<file path="config.mk">
export PLATFORM = sky130hd
export DESIGN_NAME = coin_run_controller
export DESIGN_NICKNAME = d
export VERILOG_FILES = /design/src/rtl/coin_ctrl_pkg.sv /design/src/rtl/sync_edge_detect.sv /design/src/rtl/coin_run_controller.sv
export SDC_FILE = /design/constraint.sdc
export NUM_CORES = 1
export LEC_CHECK = 0
export ABC_CLOCK_PERIOD_IN_PS = 3400
export CAP_MARGIN = 20
export CORE_MARGIN = 2
export CORE_UTILIZATION = 30
export CTS_CLUSTER_DIAMETER = 120
export CTS_CLUSTER_SIZE = 16
export DETAILED_ROUTE_END_ITERATION = 8
export PLACE_DENSITY_LB_ADDON = 0.1
export SYNTH_ARGS = -nofsm -noshare
export SYNTH_HDL_FRONTEND = slang
export SYNTH_SLANG_ARGS = --single-unit
export TNS_END_PERCENT = 10
</file>
<file path="constraint.sdc">
create_clock -name Clk -period 3.4 [get_ports Clk]
set_clock_uncertainty 0.1 [all_clocks]
set_input_delay 0.68 -clock Clk [delete_from_list [all_inputs] [get_ports Clk]]
set_output_delay 0.68 -clock Clk [all_outputs]
set_load 0.05 [all_outputs]
</file>
<file path="src/rtl/coin_ctrl_pkg.sv">
// Shared types and constants for the coin-operated run controller.
package coin_ctrl_pkg;

  typedef enum logic [1:0] {
    IDLE = 2'd0,
    ARM  = 2'd1,
    RUN  = 2'd2,
    DONE = 2'd3
  } stateT;

  localparam logic [3:0] MODE_SHORT = 4'd1;
  localparam logic [3:0] MODE_LONG  = 4'd2;
  localparam logic [3:0] CREDIT_MAX = 4'd15;

endpackage

</file>
<file path="src/rtl/sync_edge_detect.sv">
// Two-flop synchronizer for a raw asynchronous input, followed by a
// rising-edge detector that emits a single-cycle pulse per low->high change.
module sync_edge_detect (
  input  logic Clk,
  input  logic nReset,
  input  logic rawIn,
  output logic risePulse
);

  // sh[0], sh[1] form the synchronizer; sh[2] holds the previous synced value.
  logic [2:0] sh;

  // Shift the raw input through the synchronizer and history flop.
  always_ff @(posedge Clk or negedge nReset) begin
    if (!nReset) sh <= '0;
    else         sh <= {sh[1:0], rawIn};
  end

  assign risePulse = sh[1] & ~sh[2];

endmodule

</file>
<file path="src/rtl/coin_run_controller.sv">
// Coin/start front end for the countdown timer: banks credit, charges a run,
// arms and clears the timer, generates the tick prescaler and detects expiry.
module coin_run_controller
  import coin_ctrl_pkg::*;
#(
  parameter int PRICE    = 2,
  parameter int TICK_DIV = 50_000_000
) (
  input  logic        Clk,
  input  logic        nReset,
  input  logic        CoinIn,
  input  logic        Start,
  input  logic [3:0]  ModeSel,
  input  logic [11:0] PresentTime,
  output logic [3:0]  CounterInput,
  output logic        CounterEnable,
  output logic        CounterClear_n,
  output logic [3:0]  Credit,
  output logic        Busy,
  output logic        Done
);

  localparam int              PW        = $clog2(TICK_DIV);
  localparam logic [PW-1:0]   TICK_LAST = PW'(TICK_DIV - 1);
  localparam logic [4:0]      PRICE5    = 5'(PRICE);

  stateT         state;
  logic          coinEv;
  logic          startEv;
  logic [PW-1:0] presc;
  logic          seenNz;
  logic          startOk;
  logic [4:0]    creditSum;
  logic [3:0]    creditNext;

  sync_edge_detect uCoinSync (
    .Clk       (Clk),
    .nReset    (nReset),
    .rawIn     (CoinIn),
    .risePulse (coinEv)
  );

  sync_edge_detect uStartSync (
    .Clk       (Clk),
    .nReset    (nReset),
    .rawIn     (Start),
    .risePulse (startEv)
  );

  // Credit arithmetic done 5 bits wide so a coin at 15 can be clamped and a
  // coin landing together with a paid start nets out before clamping.
  always_comb begin
    startOk   = (state == IDLE) && startEv && ({1'b0, Credit} >= PRICE5);
    creditSum = {1'b0, Credit} + {4'd0, coinEv};
    if (startOk) creditSum = creditSum - PRICE5;
    creditNext = (creditSum > {1'b0, CREDIT_MAX}) ? CREDIT_MAX : creditSum[3:0];
  end

  // Banked credit register.
  always_ff @(posedge Clk or negedge nReset) begin
    if (!nReset) Credit <= '0;
    else         Credit <= creditNext;
  end

  // Run FSM with registered outputs, prescaler and expiry tracking.
  always_ff @(posedge Clk or negedge nReset) begin
    if (!nReset) begin
      state          <= IDLE;
      CounterInput   <= MODE_LONG;
      CounterEnable  <= 1'b0;
      CounterClear_n <= 1'b1;
      Busy           <= 1'b0;
      Done           <= 1'b0;
      presc          <= '0;
      seenNz         <= 1'b0;
    end else begin
      CounterEnable  <= 1'b0;
      CounterClear_n <= 1'b1;
      case (state)
        IDLE: begin
          if (startOk) begin
            state          <= ARM;
            CounterInput   <= (ModeSel == MODE_SHORT) ? MODE_SHORT : MODE_LONG;
            CounterClear_n <= 1'b0;
            Busy           <= 1'b1;
          end
        end
        ARM: begin
          presc  <= '0;
          seenNz <= 1'b0;
          state  <= RUN;
        end
        RUN: begin
          // Only a zero that follows a nonzero reading counts as expiry, so the
          // freshly cleared timer does not end the run immediately.
          if (seenNz && (PresentTime == '0)) begin
            state <= DONE;
            Busy  <= 1'b0;
            Done  <= 1'b1;
          end else begin
            if (PresentTime != '0) seenNz <= 1'b1;
            if (presc == TICK_LAST) begin
              presc         <= '0;
              CounterEnable <= 1'b1;
            end else begin
              presc <= presc + PW'(1);
            end
          end
        end
        DONE: begin
          if (startEv) begin
            state <= IDLE;
            Done  <= 1'b0;
          end
        end
        default: state <= IDLE;
      endcase
    end
  end

endmodule

</file>
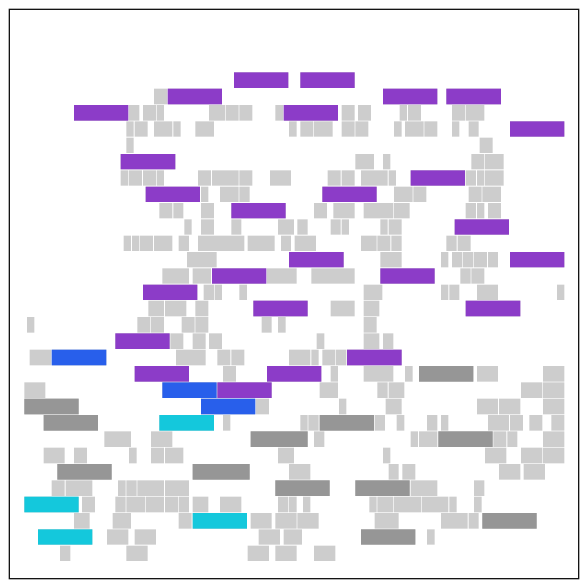
Run 1: where the registers sit
(6 px per um) Other sequential cells in the stronger grey, the rest of the logic in the fainter grey.
Blue shows uStartSync.sh, flops 3. Purple shows presc, flops 26. Cyan shows Credit, flops 4, where bottom left.

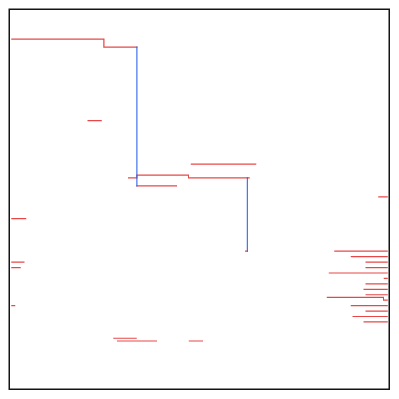
Run 1: wiring by layer
(4 px per um) Only two layers are drawn.
Blue shows M4, wire length 53.0 um. Red shows M3, wire length 232 um.

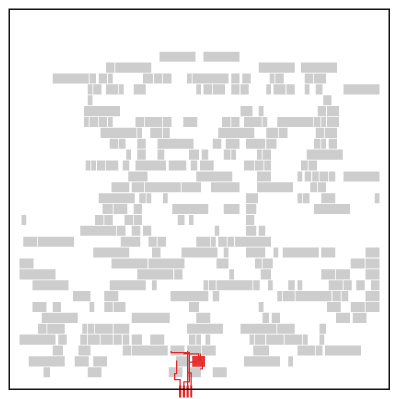
Run 1: port wiring
(4 px per um)
Red shows ModeSel, bits 4, direction input, edge bottom, end cells 1, buffers 4, wire 48.0 um.

==> README.md, run 1 <==
| Stage | Item | Reported |
|---|---|---|
| status | Outcome | finished clean |
| clock tree | TritonCTS sink count | 45 |
| clock tree | Number of buffers on the longest clock path | 2 |
| detailed routing | Number of design rule violations left after detail routing | 0 |
| power | Switching power share of the total | 0.459 |
| final layout | Most frequent logic cell in the layout | dfrtp_1 |
| detailed routing | DRC marker count from the first detailed-route iteration | 75 |
| placement | # placed instances | 376 |
| power | Power share of the sequential group | 0.342 |
| power | Top Consumer | combinational logic |
| final layout | Proportion of cell area spent on the clock network | 0.0321 |
| flow run | Total number of warnings across the stage logs | 29 |
| clock tree | Clock root buffer | clkbuf_8 |
| logic synthesis | Number of instances in the synthesized netlist | 252 |
| logic synthesis | Flip-flops with a built-in enable | 0 |
| power | Part of the power in the clock network | 0.176 |
| power | Final total power | 2060 uW |
| detailed routing | First-pass DRT Iterations | 4 |
| detailed routing | Topmost layer with routed signal wires | met4 |
| global routing | Via count of the first global-routing pass | 1912 |
| logic synthesis | Cell type with the largest total area after synthesis | dfrtp_1 |
| hold path | Min-Delay Path Class | in -> async |
| detailed routing | Final routed wire length divided by cell count | 14.0 um |
| global routing | Antenna violations before repair | 0 |
| power | Power share of the combinational group | 0.482 |
| sta | Slew at the pin closest to its max-slew limit | 0.786 ns |
| logic synthesis | Proportion of synthesized chip area in sequential cells | 0.458 |
| die | Number of tapcells | 105 |
| worst setup path | Endpoint arrival time on the critical path | 2.59 ns |
| clock tree | Number of gates resized after CTS | 0 |
| final layout | Total number of sequential cells | 45 |
| sta | Worst relative slew slack | 0.471 |
| logic synthesis | Post-synthesis cell type count | 49 |
| logic synthesis | Post-Synthesis Mean Instance Area | 9.78 um2 |
| power | Sequential-cell power consumption | 705 uW |
| sta | Hold Vio Cnt, Final | 0 |
| sta | Worst hold margin | 0.177 ns |
| placement | Routability-driven placement congestion ratio | 0.728 |
| placement | Post-Place Setup Slack | 0.589 ns |
| final layout | Non-clock buffers, area share | 0.110 |
| detailed routing | Routed met3 length | 231 um |
| placement | Count of input and output buffers | 29 |
| worst setup path | Worst flop-to-flop path startpoint | presc[11]$_DFFE_PN0P_ |
| die | Core Util at FP | 0.305 |
| worst setup path | Critical Path Source Type | flip-flop |
| global routing | First-pass GRT wire length | 9420 um |
| placement | Half-perimeter wire length after detailed placement | 3760 um |
| final layout | Proportion of cell area occupied by multi-input gates | 0.415 |
| logic synthesis | Asr flop ratio synth | 1.00 |
| final layout | Top Layout Cells | dfrtp_1 (43), nand2_1 (29), clkdlybuf4s50_1 (28), a31oi_1 (25) |
## run 1: worst reg2reg max path, stage by stage (launching register included)
cell and delay [ns]:
dfrtp_1 0.46, nor4_1 0.39, nand4_1 0.20, o41a_1 0.69, buf_12 0.27, a41oi_1 0.22, a31oi_1 0.06
## run 1: kinds of logic (layout without fill, tap and decap cells)
family          Yosys count  after routing  synth area share
simple gates            100            100             0.236
flops                    45             45             0.458
buf+inv                  23             49            0.0523
xor+xnor                  4              4            0.0142
fa+ha+maj                 8              8            0.0406
compound gates           64             64             0.168
mux                       7              7            0.0294
other cells               1              2           0.00152
## run 1: registers in the layout, indices dropped and copies added, names as in the netlist
| register | count |
|---|---|
| Busy | 1 |
| CounterClear_n | 1 |
| CounterEnable | 1 |
| CounterInput | 2 |
| Credit | 4 |
| Done | 1 |
| presc | 26 |
| seenNz | 1 |
| state | 2 |
| uCoinSync.sh | 3 |
| uStartSync.sh | 3 |
## run 1: Yosys cell counts (2+ instances only)
master	count
inv_1	9
a31oi_1	25
o21ai_1	2
a22o_1	2
a21oi_1	8
buf_4	3
mux2i_1	5
nor4_1	5
dfrtp_1	43
ha_1	8
or4_1	2
nand2_1	29
xnor2_1	3
and2_1	4
buf_6	4
nand4_1	6
dfstp_2	2
nor2b_1	2
nand3_2	2
nor2_1	7
or2_2	3
clkbuf_1	6
nand2b_1	7
o21ai_0	12
or2b_1	2
o21a_1	2
a41oi_1	9
and4_1	3
and3_1	5
nand3_1	12
mux2_2	2
## run 1: metal layers
| layer | vias up | GRT usage |
|---|---|---|
| met2 | 35 | 0.197 |
| met3 | 4 | 0.0263 |
| met5 | - | 0 |
| met1 | 962 | 0.193 |
| li1 | 997 | - |
| met4 | 0 | 0.0399 |
Run 1, wire density map:
(4 px per um) The die is cut into 19 by 19 equal tiles; dark blue is low, red is high, scaled to the fullest tile. Values are wire area over tile area, all layers added.
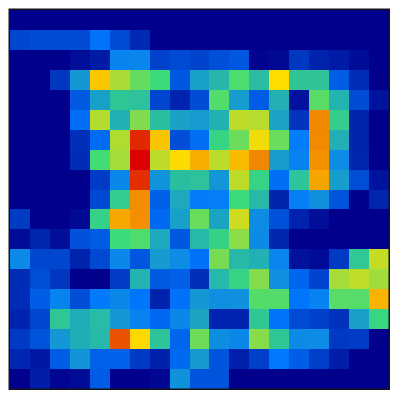

==> run 2, diff against run 1 <==
--- a/config.mk
+++ b/config.mk
@@ -5,7 +5,7 @@
 export SDC_FILE = /design/constraint.sdc
 export NUM_CORES = 1
 export LEC_CHECK = 0
-export ABC_CLOCK_PERIOD_IN_PS = 3400
+export ABC_CLOCK_PERIOD_IN_PS = 2200
 export CAP_MARGIN = 20
 export CORE_MARGIN = 2
 export CORE_UTILIZATION = 30
==> constraint.sdc (replaced) <==
create_clock -name Clk -period 2.2 [get_ports Clk]
set_clock_uncertainty 0.1 [all_clocks]
set_input_delay 0.44 -clock Clk [delete_from_list [all_inputs] [get_ports Clk]]
set_output_delay 0.44 -clock Clk [all_outputs]
set_load 0.05 [all_outputs]
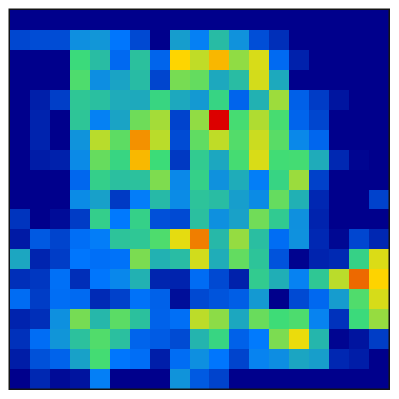
Run 2: wire density map
(4 px per um) The die is cut into 19 by 19 equal tiles; dark blue is low, red is high, scaled to the fullest tile. Values are wire area over tile area, all layers added.
The emptiest ninth of the die: top right. The densest ninth of the die: middle. The fullest tile reaches 0.38. The mean over all tiles is 0.098. 24% of the tiles are nearly empty.

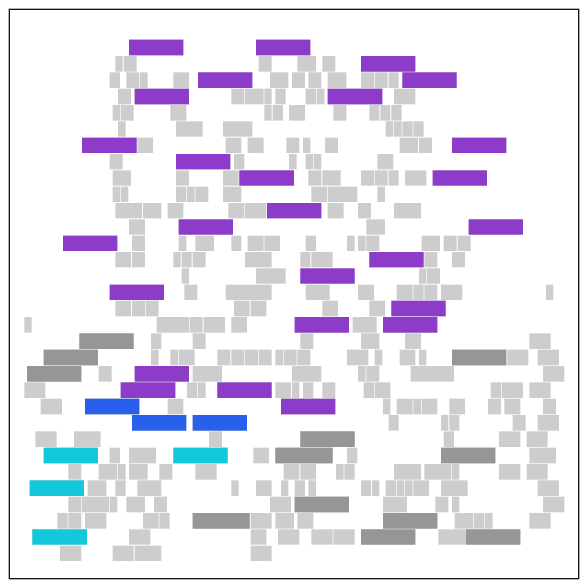
Run 2: where the registers sit
(6 px per um) Other sequential cells in the stronger grey, the rest of the logic in the fainter grey.
Seq/total area: 0.359
sequential-cell power consumption: 1080 uW
final cell utilization of the core: 0.388

==> README.md, run 2 <==
| Stage | Item | Reported | Change |
|---|---|---|---|
| hold path | Min-Delay Path Class | reg -> reg |  |
| global routing | First-pass GRT wire length | 9530 um | +1.2% |
| logic synthesis | Number of instances in the synthesized netlist | 252 | unchanged |
| logic synthesis | Post-synth design cell area | 2460 um2 |  |
| logic synthesis | Area fraction in and, or, nand and nor cells after synthesis | 0.236 | unchanged |
| worst setup path | Minimum setup slack among reg-to-reg paths | 0.13 ns |  |
| final layout | Flip-flop count of the largest register, all copies and words added | 26 | unchanged |
| global routing | Antenna violations before repair | 0 | unchanged |
| logic synthesis | Registers, synthesis | 45 |  |
| worst setup path | Sort of element at the end of the critical path | output pin |  |
| global routing | Maximum number of pins on one net before global-route repair | 44 |  |
| placement | Post-Place Setup Slack | -0.161 ns | -0.750 ns |
| logic synthesis | Post-Synthesis Mean Instance Area | 9.78 um2 | unchanged |
| final layout | Largest registers ranked by flip-flop count | presc: 26 flops, Credit: 4 flops |  |
| final layout | # nets final | 334 |  |
| status | Outcome | finished clean |  |
| clock tree | Number of buffers inserted during clock tree synthesis | 5 |  |
| power | Final total power | 3280 uW | +59% |
| clock tree | Number of buffers on the longest clock path | 2 | unchanged |
| clock tree | TritonCTS sink count | 45 | unchanged |
| logic synthesis | Main logic family after synthesis | simple AND/OR/NAND/NOR gates |  |
| worst setup path | Worst flop-to-flop path endpoint | presc[25]$_DFFE_PN0P_ |  |
| logic synthesis | Top-area cell share | 0.437 |  |
| sta | Hold Vio Cnt, Final | 0 | unchanged |
| worst setup path | Kind of cell with the highest combined delay on the critical path | buffers and inverters |  |
| logic synthesis | Yosys xor share | 0.0142 | unchanged |
| clock tree | Clock root buffer | clkbuf_8 |  |
| clock tree | Number of gates resized after CTS | 0 | unchanged |
| final layout | Most frequent logic cell in the layout | dfrtp_1 |  |
| logic synthesis | Flip-flops with a built-in enable | 0 | unchanged |
| clock tree | CTS tree | yes |  |
| worst setup path | Endpoint arrival time on the critical path | 1.57 ns | -1.02 ns |
| worst setup path | Critical Path Source Type | flip-flop |  |
| detailed routing | Antenna-violating nets left | 0 |  |
| power | Ratio of total power to cell area | 1040 nW/um2 |  |
| logic synthesis | FA/HA/MAJ Cells, Area Fraction | 0.0406 | unchanged |
| clock tree | Setup bufs post-CTS | 0 |  |
| logic synthesis | Library cell with the highest instance count after synthesis | dfrtp_1 |  |
| logic synthesis | Top cells by count | dfrtp_1 (43), nand2_1 (29), a31oi_1 (25) |  |
| sta | Worst hold margin | 0.255 ns | +0.0784 ns |
| final layout | Top Layout Cells | dfrtp_1 (43), buf_4 (30), nand2_1 (29), a31oi_1 (25), clkdlybuf4s50_1 (25) |  |
| logic synthesis | Fraction of synthesized area in multiplexers | 0.0294 | unchanged |
| hold path | Worst hold endpoint | uStartSync.sh[1]$_DFF_PN0_ |  |
| placement | Half-perimeter wire length after detailed placement | 4070 um | +8.3% |
| logic synthesis | Post-synthesis cell type count | 49 | unchanged |
| worst setup path | CP Cell Sequence | clkdlybuf4s50_1 |  |
| flow run | Total number of warnings across the stage logs | 29 | unchanged |
| sta | Worst relative slew slack | 0.668 | +0.196 |
| logic synthesis | Cell type with the largest total area after synthesis | dfrtp_1 |  |
| die | Core Util at FP | 0.305 | unchanged |
| detailed routing | First-pass DRT Iterations | 5 | +1 |
| sta | Slew at the pin closest to its max-slew limit | 0.497 ns | -0.290 ns |
| detailed routing | DRC marker count from the first detailed-route iteration | 112 | +49% |
| detailed routing | Final routed wire length divided by cell count | 13.6 um | -2.7% |
| global routing | Via count of the first global-routing pass | 1958 | +2.4% |
| worst setup path | Worst flop-to-flop path startpoint | presc[11]$_DFFE_PN0P_ |  |
| worst setup path | Register-to-Register Path Depth | 7 |  |
| hold path | Start point of the worst min-delay path | uStartSync.sh[0]$_DFF_PN0_ |  |
| logic synthesis | Proportion of synthesized chip area in sequential cells | 0.458 | unchanged |
| logic synthesis | Asr flop ratio synth | 1.00 | unchanged |
| logic synthesis | Post-synthesis share of cell area spent on and-or and or-and gates | 0.168 | unchanged |
| detailed routing | Number of design rule violations left after detail routing | 0 | unchanged |
| placement | # placed instances | 402 | +6.9% |
| placement | Routability-driven placement congestion ratio | 0.737 | +1.3% |
| final layout | Biggest register | presc |  |
| placement | Count of input and output buffers | 29 | unchanged |
| logic synthesis | Most area-consuming cells after synthesis | dfrtp_1 (44%), a31oi_1 (6.3%), nand2_1 (4.4%), ha_1 (4.1%), a41oi_1 (3.2%) |  |
-- run 2: cell count changes in the layout (fill, tap and decap cells not counted), moves of 2 or more --
cell             before  now
buf_4                 2   30
clkdlybuf4s50_1      28   25
inv_6                 2    0
nor4_1                5    3
nor4_2                1    3
-- run 2: power breakdown --
| group | switching [uW] | internal, uW | total (uW) |
|---|---|---|---|
| clock | 293 | 224 | 518 |
| combinational | 1040 | 638 | 1680 |
| sequential | 120 | 962 | 1080 |
| total | 1460 | 1820 | 3280 |
-- run 2: routing by layer --
metal  share of wire  up-vias  GRT usage
met4           0.012        0     0.0423
met1            0.50      996      0.186
met5               0        -          0
li1                -     1044          -
met3           0.042        6     0.0263
met2            0.45       43      0.212
-- run 2: metrics by stage --
step,instance area (um2),setup TNS [ns]
global placement,3020,-1.50
detailed placement,3020,-2.86
floorplan,2470,0
global route,3140,-0.0184
CTS,3110,0
finish,3140,0
-- run 2: cell type report --
class,count,area (um2)
clock buffers,6,72.6
fillers,837,4950
well taps,105,131
clock inverters,2,15.0
inverters,9,33.8
multi-input cells,185,1230
flip-flops and latches,45,1130
repair buffers,60,534
-- run 2: how the worst max path moves through the flow --
stage | startpoint | endpoint | cells after the start
finish | Credit[3]$_DFF_PN0_ | Credit[3] | 1
global route | presc[7]$_DFFE_PN0P_ | presc[25]$_DFFE_PN0P_ | 8
CTS | presc[11]$_DFFE_PN0P_ | presc[8]$_DFFE_PN0P_ | 7
detailed placement | PresentTime[4] | presc[8]$_DFFE_PN0P_ | 7
global placement | PresentTime[5] | presc[8]$_DFFE_PN0P_ | 7
floorplan | Credit[0]$_DFF_PN0_ | Credit[2]$_DFF_PN0_ | 6
Power is estimated from default activity; no workload was simulated.
